## config.mk

```make
export PLATFORM = sky130hd
export DESIGN_NAME = wm8731_adc_ctrl
export DESIGN_NICKNAME = d
export VERILOG_FILES = /design/src/rtl/wm8731_adc_ctrl.sv
export SDC_FILE = /design/constraint.sdc
export NUM_CORES = 1
export LEC_CHECK = 0
export CORE_UTILIZATION = 59
export DETAILED_ROUTE_END_ITERATION = 7
export PLACE_DENSITY = 0.93
export SLEW_MARGIN = 30
export SYNTH_ARGS = -nofsm -noshare
export SYNTH_HDL_FRONTEND = slang
export SYNTH_SLANG_ARGS = --single-unit
```

## constraint.sdc

```tcl
create_clock -name clk -period 5.3 [get_ports clk]
set_clock_uncertainty 0.05 [all_clocks]
set_input_delay 0.795 -clock clk [delete_from_list [all_inputs] [get_ports clk]]
set_output_delay 0.795 -clock clk [all_outputs]
set_load 0.05 [all_outputs]
```

## src/rtl/wm8731_adc_ctrl.sv

```systemverilog
// wm8731_adc_ctrl: master-mode WM8731 ADC serial controller.
// Generates m_clk/b_clk/adc_lr_clk, deserialises adcdat into 16-bit L/R
// pairs and hands them downstream over a valid/ready handshake.
module wm8731_adc_ctrl #(
  parameter int MCLK_DIV = 2,
  parameter int BCLK_DIV = 8
) (
  input  logic        clk,
  input  logic        rst_n,
  input  logic        enable,
  input  logic        adcdat,
  output logic        m_clk,
  output logic        b_clk,
  output logic        adc_lr_clk,
  output logic [15:0] left,
  output logic [15:0] right,
  output logic        sample_valid,
  input  logic        sample_ready,
  output logic        overrun,
  output logic        busy
);

  localparam int DW = $clog2(BCLK_DIV);
  localparam int MW = (MCLK_DIV / 2 > 1) ? $clog2(MCLK_DIV / 2) : 1;
  localparam logic [DW-1:0] DIV_LAST  = DW'(BCLK_DIV - 1);
  localparam logic [DW-1:0] DIV_HALF  = DW'(BCLK_DIV / 2);
  localparam logic [MW-1:0] MCLK_LAST = MW'(MCLK_DIV / 2 - 1);

  typedef enum logic [1:0] {IDLE, RUN, STOP} state_t;

  state_t         r_state;
  logic [DW-1:0]  r_div_cnt;
  logic [4:0]     r_bit_cnt;
  logic [MW-1:0]  r_mclk_cnt;
  logic           r_primed;
  logic [31:0]    r_shreg;

  logic           w_active;
  logic           w_rise;
  logic [DW-1:0]  w_div_nxt;
  logic [4:0]     w_bit_nxt;
  logic           w_frame_end;
  logic           w_complete;
  logic           w_stop_done;
  logic [31:0]    w_word;

  assign w_active    = (r_state != IDLE);
  assign w_rise      = w_active && (r_div_cnt == DIV_LAST);
  assign w_div_nxt   = (r_div_cnt == DIV_LAST) ? '0 : r_div_cnt + 1'b1;
  assign w_bit_nxt   = w_rise ? r_bit_cnt + 5'd1 : r_bit_cnt;
  assign w_frame_end = w_rise && (r_bit_cnt == 5'd31);
  assign w_complete  = w_frame_end && r_primed;
  assign w_stop_done = (r_state == STOP) && w_frame_end;
  assign w_word      = {r_shreg[30:0], adcdat};

  // Control FSM, clock generation, capture shift register and output handshake.
  always_ff @(posedge clk or negedge rst_n) begin
    if (!rst_n) begin
      r_state      <= IDLE;
      r_div_cnt    <= DIV_LAST;
      r_bit_cnt    <= 5'd31;
      r_mclk_cnt   <= '0;
      r_primed     <= 1'b0;
      r_shreg      <= '0;
      m_clk        <= 1'b0;
      b_clk        <= 1'b0;
      adc_lr_clk   <= 1'b0;
      left         <= '0;
      right        <= '0;
      sample_valid <= 1'b0;
      overrun      <= 1'b0;
      busy         <= 1'b0;
    end else begin
      if (w_complete) begin
        if (!sample_valid || sample_ready) begin
          left         <= w_word[31:16];
          right        <= w_word[15:0];
          sample_valid <= 1'b1;
        end else begin
          overrun <= 1'b1;
        end
      end else if (sample_valid && sample_ready) begin
        sample_valid <= 1'b0;
      end

      case (r_state)
        IDLE: begin
          if (enable) begin
            r_state <= RUN;
            busy    <= 1'b1;
            overrun <= 1'b0;
          end
        end
        default: begin
          r_div_cnt <= w_div_nxt;
          r_bit_cnt <= w_bit_nxt;
          if (w_rise) begin
            r_shreg <= w_word;
            // Only a running interface may prime; a stop before slot 1 ends with no completion.
            if (r_state == RUN && r_bit_cnt == 5'd0) r_primed <= 1'b1;
          end
          if (r_mclk_cnt == MCLK_LAST) begin
            r_mclk_cnt <= '0;
            m_clk      <= ~m_clk;
          end else begin
            r_mclk_cnt <= r_mclk_cnt + 1'b1;
          end
          if (w_stop_done) begin
            // Final rise is suppressed: clocks park low and counters return to idle values.
            r_state    <= IDLE;
            busy       <= 1'b0;
            b_clk      <= 1'b0;
            adc_lr_clk <= 1'b0;
            m_clk      <= 1'b0;
            r_mclk_cnt <= '0;
            r_div_cnt  <= DIV_LAST;
            r_bit_cnt  <= 5'd31;
            r_primed   <= 1'b0;
          end else begin
            b_clk      <= (w_div_nxt < DIV_HALF);
            adc_lr_clk <= ~w_bit_nxt[4];
            if (r_state == RUN && !enable) r_state <= STOP;
          end
        end
      endcase
    end
  end

endmodule

```

==> flow_summary.toml, run 1 <==
# implementation run metrics
[floorplan]
die.size.x_microns = 77.4
design.core.area_sq_mm = 0.00551
core_util_floorplan_pct = 61.0
die_y_microns = 77.4
chip_area_sq_mm = 0.00600
placement_rows = 27
pin_count = 43

[yosys]
synth.area.top_cells = "dfrtp_1 (54%), mux2_4 (13%), nand2_1 (12%)"
ys.warnings.count = 0
top_cell_area_share_pct = 53.7
synth.avg_cell_area_sq_um = 12.1
synthDominantAreaCellType = "dfrtp_1"
postSynthRegisterBits = 80
postSynth.asyncResetShare_pct = 100
mappedNetlistNets = 287
post_synth_instance_area_sq_mm = 0.00336
yosysSeqAreaShare_pct = 59.9
synthCells = 277
ys.flop_type = "dfrtp_1"
edf_count = 0
distinct_lib_cells_used = 31
yosys-stat-cells = 277
yosys-stat-area_sq_mm = 0.00336

[drt]
drtPass1Iterations = 4
wl_per_cell_microns = 15.1
via_count_of_the_routed_design = 2077
drc = 0
dr.first_iter.drc_count = 168
ant_nets = 0
postRouteWirelength_microns = 5980
route.detailed.vias_per_inst = 5.24

[global_route]
maximum_number_of_pins_on_one_net_before_global_route_repair = 81
remaining_global_route_overflow = 0
grt_first_pass_wirelength_microns = 10200
grt.total_usage_pct = 22.9
via_count_of_the_first_global_routing_pass = 2131
antenna_violations_before_repair = 0

[placed_design]
place.detailed.hpwl_microns = 3920
place.gp.congestion = 0.753
postPlaceCellArea_sq_mm = 0.00380
port_buffers = 42
dp_cells = 380

[cts]
ctsRootBufferMaster = "clkbuf_8"
clk_pin_slew_worst_paths_ps = 70
cts_inserted_buffers = 9
cts_buffer_depth = 2
cts_post_setup_buffers_inserted = 0
cts.sinks = 80
clock_tree_from_tritoncts = "yes"
clock_latency_late_sink_ps = 350
ctsHoldBuffers = 0
htree_depth = 3
ctsResizeCount = 0

[hold_path]
min_path_type = "input port to asynchronous set/reset pin"

[flow_run]
tool_warning_count = 27
maxCapViolCount = 0

[final_timing]
slew_headroom_pct = 54.8
final.period_utilization_pct = 47.5
setup_violations = 0
max_freq_mhz = 397
grt_setup_unrepaired = "no"
worst-slew-pin-transition_ps = 678
final_hold_vios = 0
timing.final.crit_period_ps = 2520
slew_violations = 0
tns_ps = 0

[critical_path]
worstPathArrival_ps = 2710
crit_path_top_delay_cell = "dfstp_2"
critPathLaunchType = "flop"
worst-endpoint-required_ps = 5490
regToRegEndpoint = "right[9]"
setup_slack_of_the_worst_register_to_register_path_ps = 2780
worstRegToRegCells = 7
max_stage_delay_ps = 540
kind_of_end_point_of_the_critical_path = "flop"
timing.critical_path.cells = "ha_1 > ha_1 > o2111ai_4 > nor2b_4 > buf_16 > buf_16 > mux2_2"
r2r_start = "r_div_cnt[0]"
critical_path.max_fanout = 15
worst-setup-path-type = "flop to flop"

[pwr]
vdd_ir_drop_max_mv = 0.181
power.density_cell_area_mw_per_mm2 = 271
total_leakage_power_nw = 1.97

[layout]
finish.net_count = 329
final_cells = 396
fin_area_sq_mm = 0.00401
post_route_cells_drive_above_1_share_pct = 20.1
area_growth_pct = 19.4
num_antenna_cells = 0

[status]
run_status = "completed"
## run 1: cell type report
cell class                      count  area [sq um]
Clock inverter                      2          37.5
Tap cell                           72          90.1
Fill cell                         333          1500
Inverter                            4          15.0
Sequential cell                    80          2010
Clock buffer                       14           163
Timing Repair Buffer               45           484
Multi-Input combinational cell    179          1210
## run 1: report_power, final
part           internal [mW]  switching [mW]
combinational        0.00556          0.0142
sequential             0.613         0.00344
clock                  0.244           0.206
## run 1: state kept, by name (all words and copies together) (netlist names), 2 cells and up
name / cells
left: 16
r_shreg: 31
r_state: 2
right: 16
r_div_cnt: 3
r_bit_cnt: 5
## run 1: critical path, delay by kind of cell, from the launching register on
kind / cells / cell delay [ps]
compound gates: 1 / 220
fa+ha+maj: 2 / 560
flops: 1 / 540
simple gates: 1 / 300
buf+inv: 2 / 390
mux: 1 / 350
## run 1: metal layers
| metal | track usage [%] | vias to the layer above | routed length (microns) |
|---|---|---|---|
| met5 | 0 | - | 0 |
| met1 | 28.7 | 1032 | 2720 |
| met3 | 6.82 | 13 | 210 |
| li1 | - | 987 | - |
| met4 | 10.9 | 0 | 112 |
| met2 | 36.3 | 45 | 2940 |
## run 1: metrics by stage
step | hold WS (ps) | setup slack, ps | total power [mW] | util, %
after floorplan | 396 | 3240 | 0.633 | -
after detailed placement | 428 | 2700 | 0.649 | 69.1
after CTS | 451 | 2790 | 1.09 | 72.7
final | 417 | 2780 | 1.09 | 72.8
after global placement | 408 | 2340 | 0.648 | 68.1
after global routing | 458 | 2680 | 1.12 | 72.8
## run 1: worst max-delay path by stage
| stage | endpoint | slack (ps) | cells past startpoint | startpoint |
|---|---|---|---|---|
| 4_1_cts | right[9] | 2790 | 7 | r_div_cnt[0] |
| 3_3_place_gp | right[9] | 2340 | 4 | sample_ready |
| 5_1_grt | right[9] | 2680 | 7 | r_div_cnt[0] |
| 2_1_floorplan | left[0] | 3240 | 8 | r_bit_cnt[0] |
| 6_report | right[9] | 2780 | 7 | r_div_cnt[0] |
| 3_5_place_dp | right[9] | 2700 | 6 | sample_ready |
## run 1: Yosys cell counts, drive strengths merged, types with 2 or more instances
library cell / instances
nand2: 108
dfrtp: 72
mux2: 34
buf: 14
dfstp: 8
o21ai: 8
ha: 5
inv: 4
nand3: 4
nor2: 3
o211ai: 2
## run 1: cells in the final DEF (no fill, tap or decap), drive strengths merged, types with 2 or more instances in the layout
master | Yosys | layout
nand3 | 4 | 4
clkbuf | 0 | 14
inv | 4 | 4
clkdlybuf4s50 | 0 | 41
dfstp | 8 | 8
ha | 5 | 5
buf | 14 | 4
dfrtp | 72 | 72
nor2 | 3 | 3
nand2 | 108 | 108
mux2 | 34 | 34
o21ai | 8 | 8
o211ai | 2 | 2
## run 1: kinds of logic (layout without fill, tap and decap cells)
family / after synthesis / in the layout / share of synthesized area (%)
AND-OR/OR-AND: 16 / 16 / 3.73
XOR/XNOR: 1 / 1 / 0.261
buffers and inverters: 18 / 65 / 4.32
multiplexers: 35 / 35 / 15.1
AND/OR/NAND/NOR: 122 / 122 / 14.9
adder cells (fa/ha/maj): 5 / 5 / 1.86
flip-flops: 80 / 80 / 59.9
Run 1, M1 wires:
Scale: 6 px per micron. Supply wires on this layer in grey. Cells faint in the background.
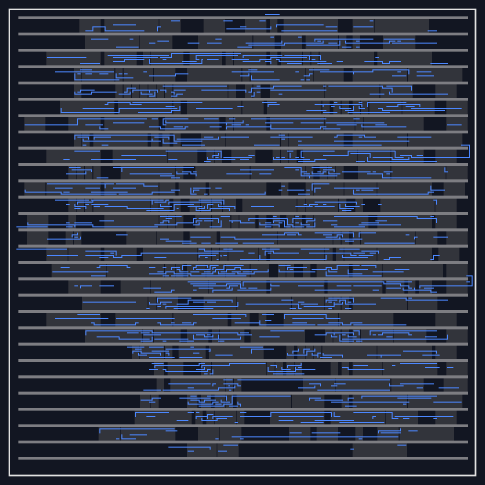
nets with wire on the layer: 285
longest straight run: 27.6 microns
share of all routed wire: 45%
main direction: horizontal

Run 1, signal wires on met2:
Scale: 6 px per micron.
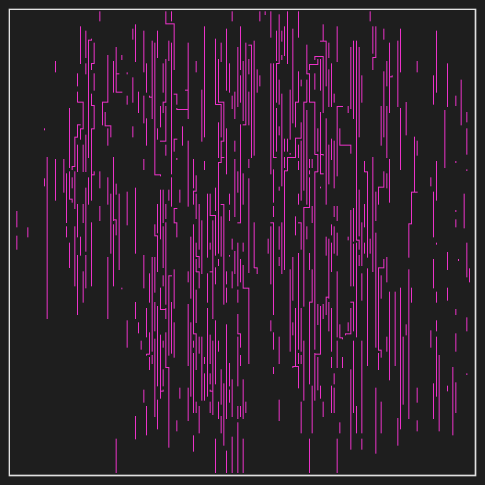
nets with wire on the layer: 292
wire length on this layer: 2940 microns
share of all routed wire: 49%

Run 1, metal 3:
Scale: 8 px per micron. Cells faint in the background.
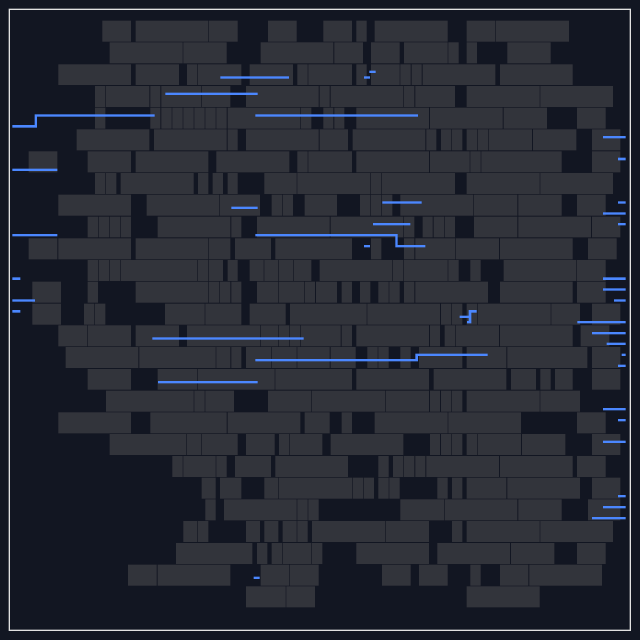
wire length on this layer: 211 microns
main direction: horizontal

Run 1, the metal 4 layer:
Scale: 4 px per micron. Supply wires on this layer in grey. Cells faint in the background.
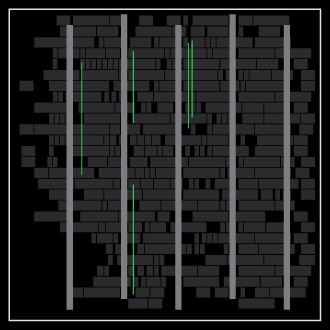
wire length on this layer: 113 microns
nets with wire on the layer: 4
share of all routed wire: 1.9%
longest straight run: 27.9 microns
main direction: vertical

==> inputs of run 2 (changes only) <==
CORE_UTILIZATION = 49   (was 59)
PLACE_DENSITY = 0.84   (was 0.93)
clock period = 2.2 ns   (was 5.3 ns; I/O delays follow)
Run 2, routed clock nets over the placement:
Scale: 3 px per micron.
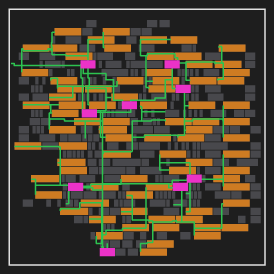
[cells driving clock nets] magenta | count: 9
[flip-flops] orange | count: 80
[clock wires] green | length: 892 microns
routed clock nets: 10
flops lie: widely spread

==> run 2 against run 1 <==
The flow now finishes with violations (design-rule violations); sequential cell count is the same; register-to-register slack got worse by 2700 ps; critical path depth rose by 1; via count is 2.4% higher; combinational power rose to 2.7 times the previous value; total power is 130% higher; critical endpoint is now left[9]; clock power grew 120%; design area increased by 3.0%.
==> flow_summary.toml, run 2 <==
# implementation run metrics
[final_timing]
setup_violations = 0
slew_violations = 0
slew_headroom_pct = 64.1
final_hold_vios = 0
worst-slew-pin-transition_ps = 538
tns_ps = 0
max_freq_mhz = 462
timing.final.crit_period_ps = 2160
final.period_utilization_pct = 98.4

[pwr]
part_of_the_total_power_dissipated_in_the_clock_network_pct = 39.1
power.density_cell_area_mw_per_mm2 = 613
vdd_ir_drop_max_mv = 0.313
swShare_pct = 22.4
total_leakage_power_nw = 2.01
power.share.combinational_pct = 2.1
total_switching_power_uw = 567
internal-power_mw = 1.96
power.sequential.fraction_pct = 58.7

[layout]
post_route_cells_drive_above_1_share_pct = 23.2
postLayoutCoreUtil_pct = 63.6
num_antenna_cells = 0
area_growth_pct = 23.0
fill_cells = 495
layout_top_cells = "nand2_1 (108), dfrtp_1 (72), clkdlybuf4s50_1 (41), mux2_4 (30), clkbuf_8 (11)"
fin_area_sq_mm = 0.00413
largest_register_ff_count = 31
finish.net_count = 338
largest_register = "r_shreg"

[cts]
cts_buffer_depth = 2
cts_inserted_buffers = 9
clock_tree_from_tritoncts = "yes"
clk_pin_slew_worst_paths_ps = 80
ctsRootBufferMaster = "clkbuf_8"
htree_depth = 3
clock_latency_late_sink_ps = 350
cts.sinks = 80

[placed_design]
preCtsSetupSlack_ps = 19.2
postPlaceCellArea_sq_mm = 0.00384
port_buffers = 42

[hold_path]
min_path_type = "input port to asynchronous set/reset pin"

[yosys]
yosys-stat-cells = 277
edf_count = 0
yosysSeqAreaShare_pct = 59.9
ys.warnings.count = 0
postSynth.asyncResetShare_pct = 100
synthCells = 277
top_cell_area_share_pct = 53.7
netlist_top_cells_count = "nand2_1 (108), dfrtp_1 (72), mux2_4 (30), buf_2 (8), dfstp_2 (8)"
distinct_lib_cells_used = 31
top_cell = "nand2_1"
yosys-stat-area_sq_mm = 0.00336
synthDominantAreaCellType = "dfrtp_1"
ys.flop_type = "dfrtp_1"

[drt]
postRouteWirelength_microns = 6130
drc = 8
ant_nets = 0
route.detailed.vias_per_inst = 5.20
via_count_of_the_routed_design = 2126
drtPass1Iterations = 8
dr.first_iter.drc_count = 130

[critical_path]
critPathLaunchType = "flop"
r2r_start = "r_bit_cnt[0]"
kind_of_end_point_of_the_critical_path = "flop"
worstPathArrival_ps = 2340
worst-setup-path-type = "flop to flop"
timing.critical_path.from = "r_bit_cnt[0]"
worst-endpoint-required_ps = 2380

[global_route]
grt.total_usage_pct = 17.9
grt_first_pass_wirelength_microns = 9910
maximum_number_of_pins_on_one_net_before_global_route_repair = 46
via_count_of_the_first_global_routing_pass = 2107
remaining_global_route_overflow = 0

[status]
failed_checks = "design-rule violations"
run_status = "complete, but fails checks"

[floorplan]
chip_area_sq_mm = 0.00719
die.size.x_microns = 84.8
die_y_microns = 84.8
placement_rows = 29
pin_count = 43

[flow_run]
maxCapViolCount = 0
tool_warning_count = 27
==> run 2: cell counts after synthesis <==
No cell type changed its count.
==> run 2: critical path: stages, from the launching register on <==
cell,delay (ps)
dfstp_2,560
ha_2,180
and3_4,190
ha_4,150
o2111ai_4,140
nor2b_4,170
buf_4,160
clkbuf_16,160
mux2_4,290
==> run 2: layer usage <==
metal  GRT usage (%)  routed length [microns]  vias to the layer above
met2            29.3                     3120                       43
met1            23.1                     2760                     1073
li1                -                        -                     1004
met5               0                        0                        -
met4            6.01                       51                        0
met3            5.31                      195                        6
==> run 2: stage by stage <==
step	instances	total power [mW]	hold WS (ps)
CTS	404	2.55	437
global route	409	2.62	463
finish	409	2.53	428
detailed placement	388	1.57	267
floorplan	277	1.52	-15.6
global placement	388	1.57	261
==> run 2: worst paths after layout <==
path,slack [ps],cells after the start,to
worst max-delay path,40,8,left[9]
worst min-delay path,430,2,left[10]
worst max register to register,40,8,left[9]
worst min register to register,440,2,r_div_cnt[1]
max in group asynchronous,1090,3,right[10]
min in group clk,440,2,r_div_cnt[1]
==> run 2: final cells by class <==
cell class,instances,area (sq um),area share (%)
Inverter,4,15.0,0.364
Clock inverter,4,28.8,0.697
Sequential cell,80,2010,48.7
Timing Repair Buffer,54,599,14.5
Tap cell,77,96.3,2.33
Multi-Input combinational cell,179,1230,29.7
Clock buffer,11,151,3.67
==> run 2: power by group through the flow <==
stage               registers [mW]  logic, mW  clock network [mW]
global placement              1.51     0.0530                   0
detailed placement            1.51     0.0552                   0
global route                  1.49     0.0622                1.07
floorplan                     1.51     0.0100                   0
CTS                           1.49     0.0568                1.01
finish                        1.49     0.0541               0.990
==> run 2: kinds of logic (layout without fill, tap and decap cells) <==
family,after synthesis,in the layout,share of synthesized area [%]
and+or+nand+nor,122,122,14.9
DFF,80,80,59.9
muxes,35,35,15.1
buffers and inverters,18,73,4.32
AOI/OAI and AO/OA,16,16,3.73
adders and majority gates,5,5,1.86
xor gates and xnor gates,1,1,0.261
==> run 2: repair_timing <==
item | 4_1_cts | 5_1_grt
setup endpoints to repair | 0 | 32
hold buffers | 1 | 0
resized | 0 | 5
buffers inserted | 0 | 3
hold endpoints to repair | 27 | 0
==> inputs of run 3 (changes only) <==
CORE_UTILIZATION = 25   (was 49)
PLACE_DENSITY = 0.53   (was 0.84)
SKIP_CTS_REPAIR_TIMING = 1   (was not set)
clock period = 1.8 ns   (was 2.2 ns; I/O delays follow)
Run 3, signal wires on met2:
Scale: 4 px per micron.
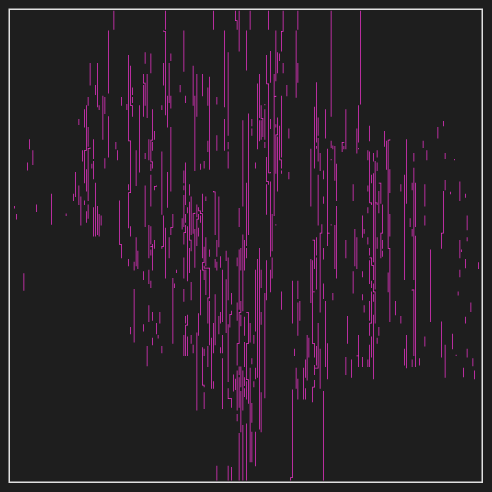
main direction: vertical
longest straight run: 45.2 microns
share of all routed wire: 49%

==> run 3 against run 2 <==
The flow finishes with violations (negative setup slack); synthesized area unchanged; first-iteration DRC count down 34%; die area up 93%; critical endpoint is now right[9]; largest power group is now the clock network; highest routed layer unchanged.
==> flow_summary.toml, run 3 <==
# implementation run metrics
[yosys]
synthDominantAreaCellType = "dfrtp_1"
ys.warnings.count = 0
mappedNetlistNets = 287
postSynth.asyncResetShare_pct = 100
post_synth_instance_area_sq_mm = 0.00336
edf_count = 0
yosys-stat-cells = 277
yosys-stat-area_sq_mm = 0.00336
top_cell_area_share_pct = 53.7
synthCells = 277
top_cell = "nand2_1"
synth.avg_cell_area_sq_um = 12.1
postSynthRegisterBits = 80
synth.area.top_cells = "dfrtp_1 (54%), mux2_4 (13%), nand2_1 (12%)"
distinct_lib_cells_used = 31
yosysSeqAreaShare_pct = 59.9
ys.flop_type = "dfrtp_1"
netlist_top_cells_count = "nand2_1 (108), dfrtp_1 (72), mux2_4 (30), buf_2 (8), dfstp_2 (8)"

[final_timing]
worst-slew-pin-transition_ps = 498
final.period_utilization_pct = 113
slew_violations = 0
slew_headroom_pct = 66.8
setup_violations = 32
holdWs_ps = 345
grt_setup_unrepaired = "yes"
worst_slack_ps = -236
max_freq_mhz = 491
timing.final.crit_period_ps = 2040
final_hold_vios = 0
tns_ps = -7020

[layout]
biggestRegsByFlops = "r_shreg x31, left x16, right x16"
post_route_cells_drive_above_1_share_pct = 37.0
area_growth_pct = 33.0
final_cells = 521
fill_cells = 1270
final_layout_top_logic_cell = "nand2_1"
largest_register_ff_count = 31
postLayoutCoreUtil_pct = 34.7
num_antenna_cells = 0
largest_register = "r_shreg"
fin_area_sq_mm = 0.00447
finish.net_count = 354
layout_top_cells = "nand2_1 (108), dfrtp_1 (72), buf_4 (51), mux2_4 (30), clkbuf_16 (11)"

[critical_path]
timing.critical_path.max_delay_family = "flip-flops"
crit_path_top_delay_cell = "dfstp_2"
critPathLaunchType = "flop"
critical_path.max_fanout = 8
critical_path_buf_inv_count = 2
kind_of_end_point_of_the_critical_path = "flop"
worst-setup-path-type = "flop to flop"
timing.critical_path.cells = "ha_4 > and3_4 > ha_4 > o2111ai_4 > nor2b_4 > buf_12 > buf_12 > mux2_2"
worst-endpoint-required_ps = 1970
max_stage_delay_ps = 560
worstPathArrival_ps = 2200

[floorplan]
core_util_floorplan_pct = 26.1
die.size.x_microns = 118
design.core.area_sq_mm = 0.0129
pin_count = 43
die_y_microns = 118
placement_rows = 41
chip_area_sq_mm = 0.0139

[global_route]
grt.total_usage_pct = 10.1
maximum_number_of_pins_on_one_net_before_global_route_repair = 56
via_count_of_the_first_global_routing_pass = 2244
grt_first_pass_wirelength_microns = 11100
remaining_global_route_overflow = 0
antenna_violations_before_repair = 0

[cts]
ctsRootBufferMaster = "clkbuf_16"
clock_tree_from_tritoncts = "yes"
cts_buffer_depth = 2
clock_latency_late_sink_ps = 330
clk_pin_slew_worst_paths_ps = 60
htree_depth = 3
cts_inserted_buffers = 9
cts.sinks = 80

[placed_design]
postPlaceCellArea_sq_mm = 0.00403
preCtsSetupSlack_ps = -215
port_buffers = 42
place.gp.congestion = 0.717
place.detailed.hpwl_microns = 4380
dp_cells = 500

[pwr]
power.share.combinational_pct = 1.9
power.sequential.fraction_pct = 48.6
vdd_ir_drop_max_mv = 0.414
total_switching_power_uw = 810
part_of_the_total_power_dissipated_in_the_clock_network_pct = 49.4
finalPower_mw = 3.73
total_leakage_power_nw = 2.34
power.density_cell_area_mw_per_mm2 = 835
internal-power_mw = 2.92
swShare_pct = 21.7

[drt]
ant_nets = 0
wl_per_cell_microns = 12.6
drc = 0
dr.first_iter.drc_count = 86
drtPass1Iterations = 4
route.detailed.vias_per_inst = 4.14
postRouteWirelength_microns = 6540
via_count_of_the_routed_design = 2158

[status]
run_status = "complete, but fails checks"
failed_checks = "negative setup slack"

[hold_path]
min_path_type = "input port to asynchronous set/reset pin"

[flow_run]
maxCapViolCount = 0
tool_warning_count = 29
run 3: metal layers:
layer | track usage, % | wire, microns
met1 | 12.6 | 3030
met2 | 16.0 | 3180
met3 | 3.29 | 283
met5 | 0 | 0
met4 | 3.93 | 55
run 3: path summary, 6_finish.rpt:
| check | from | cells past startpoint | slack (ps) | endpoint |
|---|---|---|---|---|
| max | r_bit_cnt[1] | 8 | -240 | right[9] |
| min | rst_n | 2 | 340 | left[10] |
| max reg2reg | r_bit_cnt[1] | 8 | -240 | right[9] |
| min reg2reg | r_shreg[30] | 2 | 430 | r_shreg[30] |
| max in group asynchronous | rst_n | 3 | 760 | right[9] |
| min in group clk | r_shreg[30] | 2 | 430 | r_shreg[30] |
run 3: cells by family (layout without fill, tap and decap cells):
group / after synthesis / in the layout / share of synthesized area, %
compound gates: 16 / 16 / 3.73
xor+xnor: 1 / 1 / 0.261
fa+ha+maj: 5 / 5 / 1.86
buf+inv: 18 / 90 / 4.32
flops: 80 / 80 / 59.9
mux: 35 / 35 / 15.1
simple gates: 122 / 122 / 14.9
run 3: power by group through the flow:
stage	Combinational (mW)	Sequential (mW)	Clock, mW
floorplan	0.0123	1.85	0
CTS	0.0732	1.81	1.90
detailed placement	0.0730	1.85	0
global placement	0.0712	1.85	0
global route	0.0827	1.82	1.97
finish	0.0716	1.82	1.84
run 3: final cells by class:
type | instances | area, sq um | area share [%]
well taps | 172 | 215 | 4.82
multi-input cells | 179 | 1260 | 28.2
flip-flops and latches | 80 | 2010 | 45.0
inverters | 4 | 15.0 | 0.336
repair buffers | 70 | 662 | 14.8
clock inverters | 7 | 78.8 | 1.76
clock buffers | 9 | 225 | 5.04

==> gallery <==
Routing congestion map.
panel A
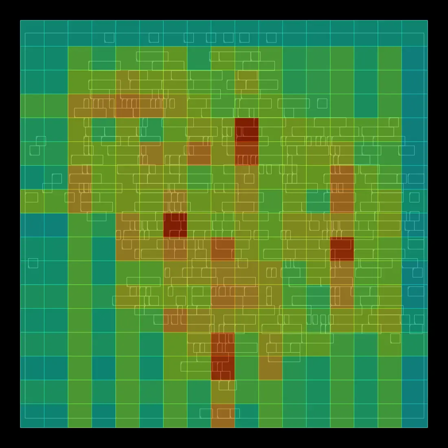
panel B
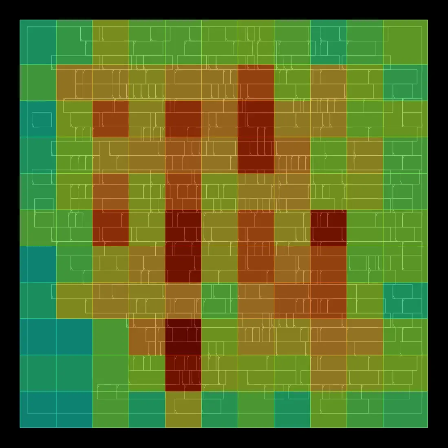
panel C
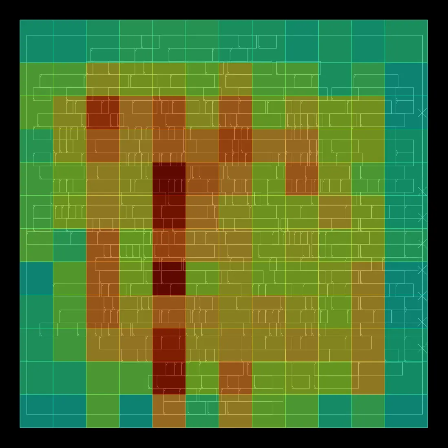
| from | picture |
|---|---|
| run 1 | panel B |
| run 3 | panel A |
| run 2 | panel C |
- least wire per cell: panel A
- lowest track usage: panel A

Power figures rest on the tool's default switching activity, not on a simulated workload.
